<file path="config.mk">
export PLATFORM = sky130hd
export DESIGN_NAME = axi_master_wrapper_flat
export DESIGN_NICKNAME = d
export VERILOG_FILES = /design/src/rtl/axi_master_wrapper_pkg.sv /design/src/rtl/axi_master_wrapper_if.sv /design/src/rtl/axi_master_wrapper.sv /design/src/flat_wrapper.sv
export SDC_FILE = /design/constraint.sdc
export NUM_CORES = 1
export LEC_CHECK = 0
export CELL_PAD_IN_SITES_DETAIL_PLACEMENT = 0
export CELL_PAD_IN_SITES_GLOBAL_PLACEMENT = 1
export CORE_ASPECT_RATIO = 0.6
export CORE_MARGIN = 1.5
export CORE_UTILIZATION = 31
export CTS_BUF_LIST = sky130_fd_sc_hd__clkbuf_8
export DETAILED_ROUTE_END_ITERATION = 7
export PLACE_DENSITY_LB_ADDON = 0.1
export SETUP_SLACK_MARGIN = 0.15
export SYNTH_ARGS = -nofsm -noshare
export SYNTH_HDL_FRONTEND = slang
export SYNTH_SLANG_ARGS = --single-unit
</file>
<file path="constraint.sdc">
create_clock -name clk -period 1.9 [get_ports clk]
set_input_delay 0.57 -clock clk [delete_from_list [all_inputs] [get_ports clk]]
set_output_delay 0.57 -clock clk [all_outputs]
set_load 0.05 [all_outputs]
</file>
<file path="src/rtl/axi_master_wrapper_pkg.sv">
// -----------------------------------------------------------------------------
// axi_master_wrapper_pkg
// Shared definitions for the host-request to AXI4-Lite master bridge:
//   - default bus widths
//   - FSM state encoding
//   - AXI response codes and a response-decode helper
// -----------------------------------------------------------------------------
package axi_master_wrapper_pkg;

  localparam int DEF_DW = 32;
  localparam int DEF_AW = 8;

  typedef enum logic [2:0] {
    IDLE = 3'd0,
    WR   = 3'd1,
    WR_B = 3'd2,
    RD_A = 3'd3,
    RD_D = 3'd4,
    DONE = 3'd5
  } state_t;

  localparam logic [1:0] RESP_OKAY   = 2'b00;
  localparam logic [1:0] RESP_SLVERR = 2'b10;

  // Any response other than OKAY is reported to the host as an error.
  function automatic logic resp_is_err(input logic [1:0] resp);
    return (resp != RESP_OKAY);
  endfunction

endpackage

</file>
<file path="src/rtl/axi_master_wrapper_if.sv">
// -----------------------------------------------------------------------------
// axi_master_wrapper_if
// AXI4-Lite channel bundle between the bridge (master) and the shared memory
// block (slave).
//   AW: awaddr, awvalid / awready
//   W : wdata, wstrb, wvalid / wready
//   B : bresp, bvalid / bready
//   AR: araddr, arvalid / arready
//   R : rdata, rresp, rvalid / rready
// -----------------------------------------------------------------------------
interface axi_master_wrapper_if
  import axi_master_wrapper_pkg::*;
#(
  parameter int AW = DEF_AW,
  parameter int DW = DEF_DW
) ();

  logic [AW-1:0]   awaddr;
  logic            awvalid;
  logic            awready;
  logic [DW-1:0]   wdata;
  logic [DW/8-1:0] wstrb;
  logic            wvalid;
  logic            wready;
  logic [1:0]      bresp;
  logic            bvalid;
  logic            bready;
  logic [AW-1:0]   araddr;
  logic            arvalid;
  logic            arready;
  logic [DW-1:0]   rdata;
  logic [1:0]      rresp;
  logic            rvalid;
  logic            rready;

  modport master (
    output awaddr, awvalid, input awready,
    output wdata, wstrb, wvalid, input wready,
    input  bresp, bvalid, output bready,
    output araddr, arvalid, input arready,
    input  rdata, rresp, rvalid, output rready
  );

  modport slave (
    input  awaddr, awvalid, output awready,
    input  wdata, wstrb, wvalid, output wready,
    output bresp, bvalid, input bready,
    input  araddr, arvalid, output arready,
    output rdata, rresp, rvalid, input rready
  );

endinterface

</file>
<file path="src/rtl/axi_master_wrapper.sv">
// -----------------------------------------------------------------------------
// axi_master_wrapper
// Bridges a simple host request port to an AXI4-Lite master. One single-beat
// read or write in flight at a time; requests arriving while busy are dropped.
// Ports:
//   clk, nreset      clock, asynchronous active-low reset
//   si_valid         request strobe (taken only in IDLE)
//   si_write         1 = write, 0 = read
//   si_addr/si_wdata byte address / write data
//   so_busy          transaction in progress
//   so_done          one-cycle completion pulse
//   so_data          last read data, held until the next read completes
//   so_err           last response was not OKAY, held until the next completion
//   m                AXI4-Lite master modport
// All host and AXI control outputs come straight from flops.
// -----------------------------------------------------------------------------
module axi_master_wrapper
  import axi_master_wrapper_pkg::*;
#(
  parameter int DW = DEF_DW,
  parameter int AW = DEF_AW
) (
  input  logic                   clk,
  input  logic                   nreset,
  input  logic                   si_valid,
  input  logic                   si_write,
  input  logic [AW-1:0]          si_addr,
  input  logic [DW-1:0]          si_wdata,
  output logic                   so_busy,
  output logic                   so_done,
  output logic [DW-1:0]          so_data,
  output logic                   so_err,
  axi_master_wrapper_if.master   m
);

  state_t          state_r;
  state_t          state_nxt_s;
  logic [AW-1:0]   addr_r;
  logic [DW-1:0]   wdata_r;
  logic            awvalid_r;
  logic            wvalid_r;
  logic            arvalid_r;
  logic            bready_r;
  logic            rready_r;
  logic            busy_r;
  logic            done_r;
  logic [DW-1:0]   data_r;
  logic            err_r;
  logic            accept_s;
  logic            aw_fire_s;
  logic            w_fire_s;

  assign accept_s  = (state_r == IDLE) & si_valid;
  assign aw_fire_s = awvalid_r & m.awready;
  assign w_fire_s  = wvalid_r & m.wready;

  // State register
  always_ff @(posedge clk or negedge nreset) begin
    if (!nreset) begin
      state_r <= IDLE;
    end else begin
      state_r <= state_nxt_s;
    end
  end

  // Next-state decode; the write phase ends once each channel has either
  // already handshaken (valid dropped) or is handshaking this cycle.
  always_comb begin
    state_nxt_s = state_r;
    case (state_r)
      IDLE: begin
        if (si_valid) begin
          state_nxt_s = si_write ? WR : RD_A;
        end else begin
          state_nxt_s = IDLE;
        end
      end
      WR: begin
        if ((!awvalid_r || m.awready) && (!wvalid_r || m.wready)) begin
          state_nxt_s = WR_B;
        end else begin
          state_nxt_s = WR;
        end
      end
      WR_B: begin
        if (m.bvalid) begin
          state_nxt_s = DONE;
        end else begin
          state_nxt_s = WR_B;
        end
      end
      RD_A: begin
        if (m.arready) begin
          state_nxt_s = RD_D;
        end else begin
          state_nxt_s = RD_A;
        end
      end
      RD_D: begin
        if (m.rvalid) begin
          state_nxt_s = DONE;
        end else begin
          state_nxt_s = RD_D;
        end
      end
      DONE: begin
        state_nxt_s = IDLE;
      end
      default: begin
        state_nxt_s = IDLE;
      end
    endcase
  end

  // Request capture; only loaded in IDLE so address/data stay stable while valid
  always_ff @(posedge clk or negedge nreset) begin
    if (!nreset) begin
      addr_r  <= {AW{1'b0}};
      wdata_r <= {DW{1'b0}};
    end else if (accept_s) begin
      addr_r  <= si_addr;
      wdata_r <= si_wdata;
    end
  end

  // AW/W valids: raised together on accept, each cleared after its own handshake
  always_ff @(posedge clk or negedge nreset) begin
    if (!nreset) begin
      awvalid_r <= 1'b0;
      wvalid_r  <= 1'b0;
    end else if (accept_s && si_write) begin
      awvalid_r <= 1'b1;
      wvalid_r  <= 1'b1;
    end else begin
      if (aw_fire_s) begin
        awvalid_r <= 1'b0;
      end
      if (w_fire_s) begin
        wvalid_r <= 1'b0;
      end
    end
  end

  // Per-state control outputs, registered from the next state
  always_ff @(posedge clk or negedge nreset) begin
    if (!nreset) begin
      busy_r    <= 1'b0;
      done_r    <= 1'b0;
      arvalid_r <= 1'b0;
      bready_r  <= 1'b0;
      rready_r  <= 1'b0;
    end else begin
      busy_r    <= (state_nxt_s == WR) || (state_nxt_s == WR_B) ||
                   (state_nxt_s == RD_A) || (state_nxt_s == RD_D);
      done_r    <= (state_nxt_s == DONE);
      arvalid_r <= (state_nxt_s == RD_A);
      bready_r  <= (state_nxt_s == WR_B);
      rready_r  <= (state_nxt_s == RD_D);
    end
  end

  // Completion status; responses outside WR_B/RD_D are not accepted
  always_ff @(posedge clk or negedge nreset) begin
    if (!nreset) begin
      data_r <= {DW{1'b0}};
      err_r  <= 1'b0;
    end else if ((state_r == WR_B) && m.bvalid) begin
      err_r  <= resp_is_err(m.bresp);
    end else if ((state_r == RD_D) && m.rvalid) begin
      data_r <= m.rdata;
      err_r  <= resp_is_err(m.rresp);
    end
  end

  assign m.awaddr  = addr_r;
  assign m.awvalid = awvalid_r;
  assign m.wdata   = wdata_r;
  assign m.wstrb   = {(DW/8){1'b1}};
  assign m.wvalid  = wvalid_r;
  assign m.bready  = bready_r;
  assign m.araddr  = addr_r;
  assign m.arvalid = arvalid_r;
  assign m.rready  = rready_r;

  assign so_busy = busy_r;
  assign so_done = done_r;
  assign so_data = data_r;
  assign so_err  = err_r;

endmodule

</file>
<file path="src/flat_wrapper.sv">
// flat-port wrapper written by rule: the top's interface ports become plain ports
module axi_master_wrapper_flat import axi_master_wrapper_pkg::*;
#(
  parameter int DW = DEF_DW,
  parameter int AW = DEF_AW
)
  (clk, nreset, si_valid, si_write, si_addr, si_wdata, so_busy, so_done, so_data, so_err, m_awaddr, m_awvalid, m_awready, m_wdata, m_wstrb, m_wvalid, m_wready, m_bresp, m_bvalid, m_bready, m_araddr, m_arvalid, m_arready, m_rdata, m_rresp, m_rvalid, m_rready);
  axi_master_wrapper_if #(.AW(AW), .DW(DW)) m_i ();
  input  logic clk;
  input  logic nreset;
  input  logic si_valid;
  input  logic si_write;
  input  logic [AW-1:0] si_addr;
  input  logic [DW-1:0] si_wdata;
  output logic so_busy;
  output logic so_done;
  output logic [DW-1:0] so_data;
  output logic so_err;
  output wire logic [$bits(m_i.awaddr)-1:0] m_awaddr;
  output wire logic [$bits(m_i.awvalid)-1:0] m_awvalid;
  input wire logic [$bits(m_i.awready)-1:0] m_awready;
  output wire logic [$bits(m_i.wdata)-1:0] m_wdata;
  output wire logic [$bits(m_i.wstrb)-1:0] m_wstrb;
  output wire logic [$bits(m_i.wvalid)-1:0] m_wvalid;
  input wire logic [$bits(m_i.wready)-1:0] m_wready;
  input wire logic [$bits(m_i.bresp)-1:0] m_bresp;
  input wire logic [$bits(m_i.bvalid)-1:0] m_bvalid;
  output wire logic [$bits(m_i.bready)-1:0] m_bready;
  output wire logic [$bits(m_i.araddr)-1:0] m_araddr;
  output wire logic [$bits(m_i.arvalid)-1:0] m_arvalid;
  input wire logic [$bits(m_i.arready)-1:0] m_arready;
  input wire logic [$bits(m_i.rdata)-1:0] m_rdata;
  input wire logic [$bits(m_i.rresp)-1:0] m_rresp;
  input wire logic [$bits(m_i.rvalid)-1:0] m_rvalid;
  output wire logic [$bits(m_i.rready)-1:0] m_rready;
  assign m_awaddr = m_i.awaddr;
  assign m_awvalid = m_i.awvalid;
  assign m_i.awready = m_awready;
  assign m_wdata = m_i.wdata;
  assign m_wstrb = m_i.wstrb;
  assign m_wvalid = m_i.wvalid;
  assign m_i.wready = m_wready;
  assign m_i.bresp = m_bresp;
  assign m_i.bvalid = m_bvalid;
  assign m_bready = m_i.bready;
  assign m_araddr = m_i.araddr;
  assign m_arvalid = m_i.arvalid;
  assign m_i.arready = m_arready;
  assign m_i.rdata = m_rdata;
  assign m_i.rresp = m_rresp;
  assign m_i.rvalid = m_rvalid;
  assign m_rready = m_i.rready;
  axi_master_wrapper #(.DW(DW), .AW(AW)) u_core (.clk(clk), .nreset(nreset), .si_valid(si_valid), .si_write(si_write), .si_addr(si_addr), .si_wdata(si_wdata), .so_busy(so_busy), .so_done(so_done), .so_data(so_data), .so_err(so_err), .m(m_i));
endmodule
</file>
clock_wires.png
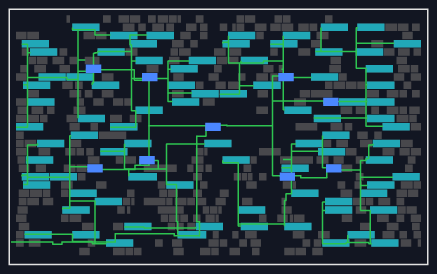
- clock wires: green (length 1140 µm)
- flip-flops: cyan (count 83)
- clock-net drivers: blue (count 9)
- flops lie: all over the die

sizing.png
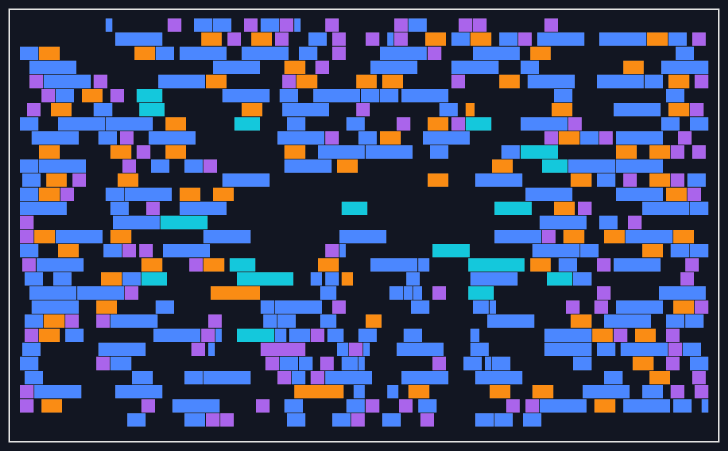
- x1 and smaller: blue (cells 204; most used clkdlybuf4s50_1)
- x6 and larger: cyan (cells 17; most used clkbuf_8)
- x2: orange (cells 74; most used mux2_2)
- x3 and x4: purple (cells 101; most used buf_4)

congestion_map.png
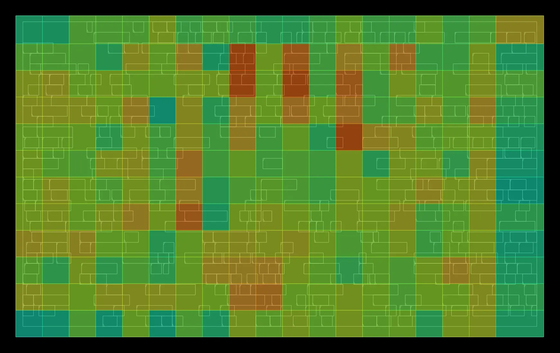
GR met2 Demand/Resource: 21.1%
All-Layer GR Usage: 14.8%
GR Util met1: 18.7%
met3 usage: 8.85%
drt wl/cell: 15.4 µm

==> metrics.yaml <==
clk_pin_slew_worst_paths_ps: 80
io-pin-count: 177
yosysSeqAreaShare_pct: 62.6
cp_slowest_stage_delay_ps: 490
ys_area_um2: 3320
clk-insertion-delay-late_ps: 340
rsz0062_at_grt: "true"
nNetsFinal: 479
synthMostInstantiatedCell: "dfrtp_1"
crit_chain: "clkdlybuf4s50_1 -> nor4b_4 -> buf_4 -> buf_12 -> mux2_2"
cp-start-kind: "primary input"
reg2reg_slack_ps: 230
final_common_cell: "buf_4"
cts.path.max_buffers: 2
first_pass_iters: 4
r2r_end: "u_core.m.araddr[6]"
cts_made_buffers: 9
grt_start_max_net_pins: 39
cp.buffers_inverters: 3
path_delay_family: "buffers and inverters"
worstRegToRegCells: 4
r2r-start: "u_core.state_r[0]"
status: "complete, no violations"
vias: 2366
period_used_pct: 92.8
initial_core_util_pct: 31.7
fp.coreArea_um2: 10500
worstSetupEndpointType: "register"
syn2layout_area_growth_pct: 57.7
synthesis.area_um2: 3320
die_y_um: 83.2
synth_top_area_share_pct: 62.6
hp-class: "primary input to asynchronous set/reset pin"
synth_cell_types: 30
cap_violations: 0
portBuffers: 172
yosysTopAreaCell: "dfrtp_1"
cp.arrival_ps: 1990
route.detailed.drc: 0
dieArea_um2: 11400
antenna_found_initial: 0
synthArstFlopShare_pct: 100
hold_viol: 0
ys_warn_count: 0
gates.png
Scale bar: 50 µm.
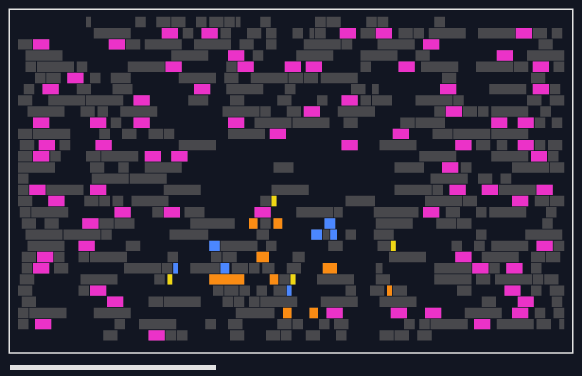
- nor cells: orange (cells 9; most used nor2b_1; where south)
- nand cells: blue (cells 7; most used nand3b_1)
- mux cells: magenta (cells 73; most used mux2_2; where all over the die)
- inv cells: yellow (cells 4; most used inv_1; where south)

m3.png
Cells faint in the background.
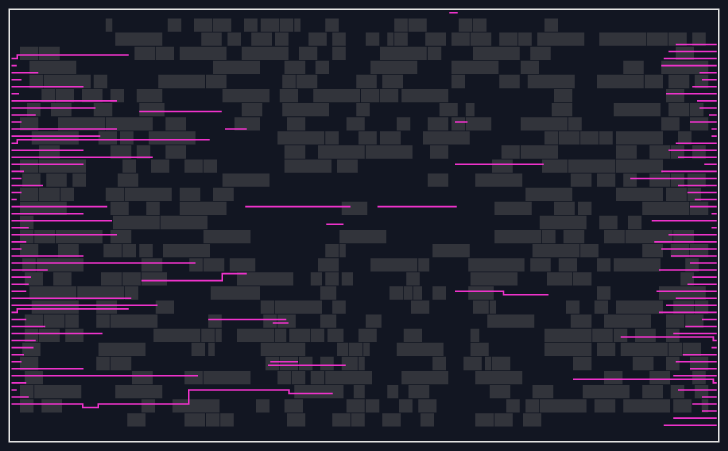
- main direction: horizontal
- share of all routed wire: 14%
- longest straight run: 37.0 µm
- wire length on this layer: 1150 µm
- nets with wire on the layer: 111

## how the worst max path moves through the flow
stage / slack [ps] / endpoint / depth (start not counted)
6_report: 140 / u_core.m.araddr[6] / 5
5_1_grt: 120 / u_core.m.araddr[6] / 5
4_1_cts: 180 / u_core.m.araddr[6] / 4
3_5_place_dp: -260 / u_core.state_r[0] / 5
3_3_place_gp: -300 / u_core.m.rready / 6
2_1_floorplan: 170 / u_core.state_r[0] / 3
## area by class of cell
type	instances	area (µm²)
fillers	933	5250
flip-flops and latches	83	2080
repair buffers	188	1690
multi-input cells	108	1080
well taps	139	174
clock buffers	10	138
clock inverters	3	65.1
inverters	4	15.0
## timing repair
action	in CTS	in global routing
resized	1	1
endpoints found under the hold margin	0	0
setup endpoints to repair	2	53
gates cloned	0	1
buffers inserted	0	1
## through the flow
stage          hold WS [ps]  cell area, µm²  util [%]
2_1_floorplan           274            3330         -
3_3_place_gp            470            5000      47.7
3_5_place_dp            481            5000      47.7
4_1_cts                 109            5200      49.6
5_1_grt                 104            5240      49.9
6_report                119            5240      49.9
## logic make-up (layout without fill, tap and decap cells)
group / after synthesis / in the layout / synth area share, %
AOI/OAI and AO/OA: 11 / 11 / 2.60
buffers and inverters: 27 / 205 / 5.31
DFF: 83 / 83 / 62.6
muxes: 73 / 73 / 24.8
other: 1 / 4 / 0.113
and+or+nand+nor: 20 / 20 / 4.64
## routing by layer
layer	share of wire, %	vias to the layer above	routed length [µm]
li1	-	1095	-
met1	44	1134	3630
met2	41	128	3380
met3	14	9	1150
met4	1.1	0	94
met5	0	-	0
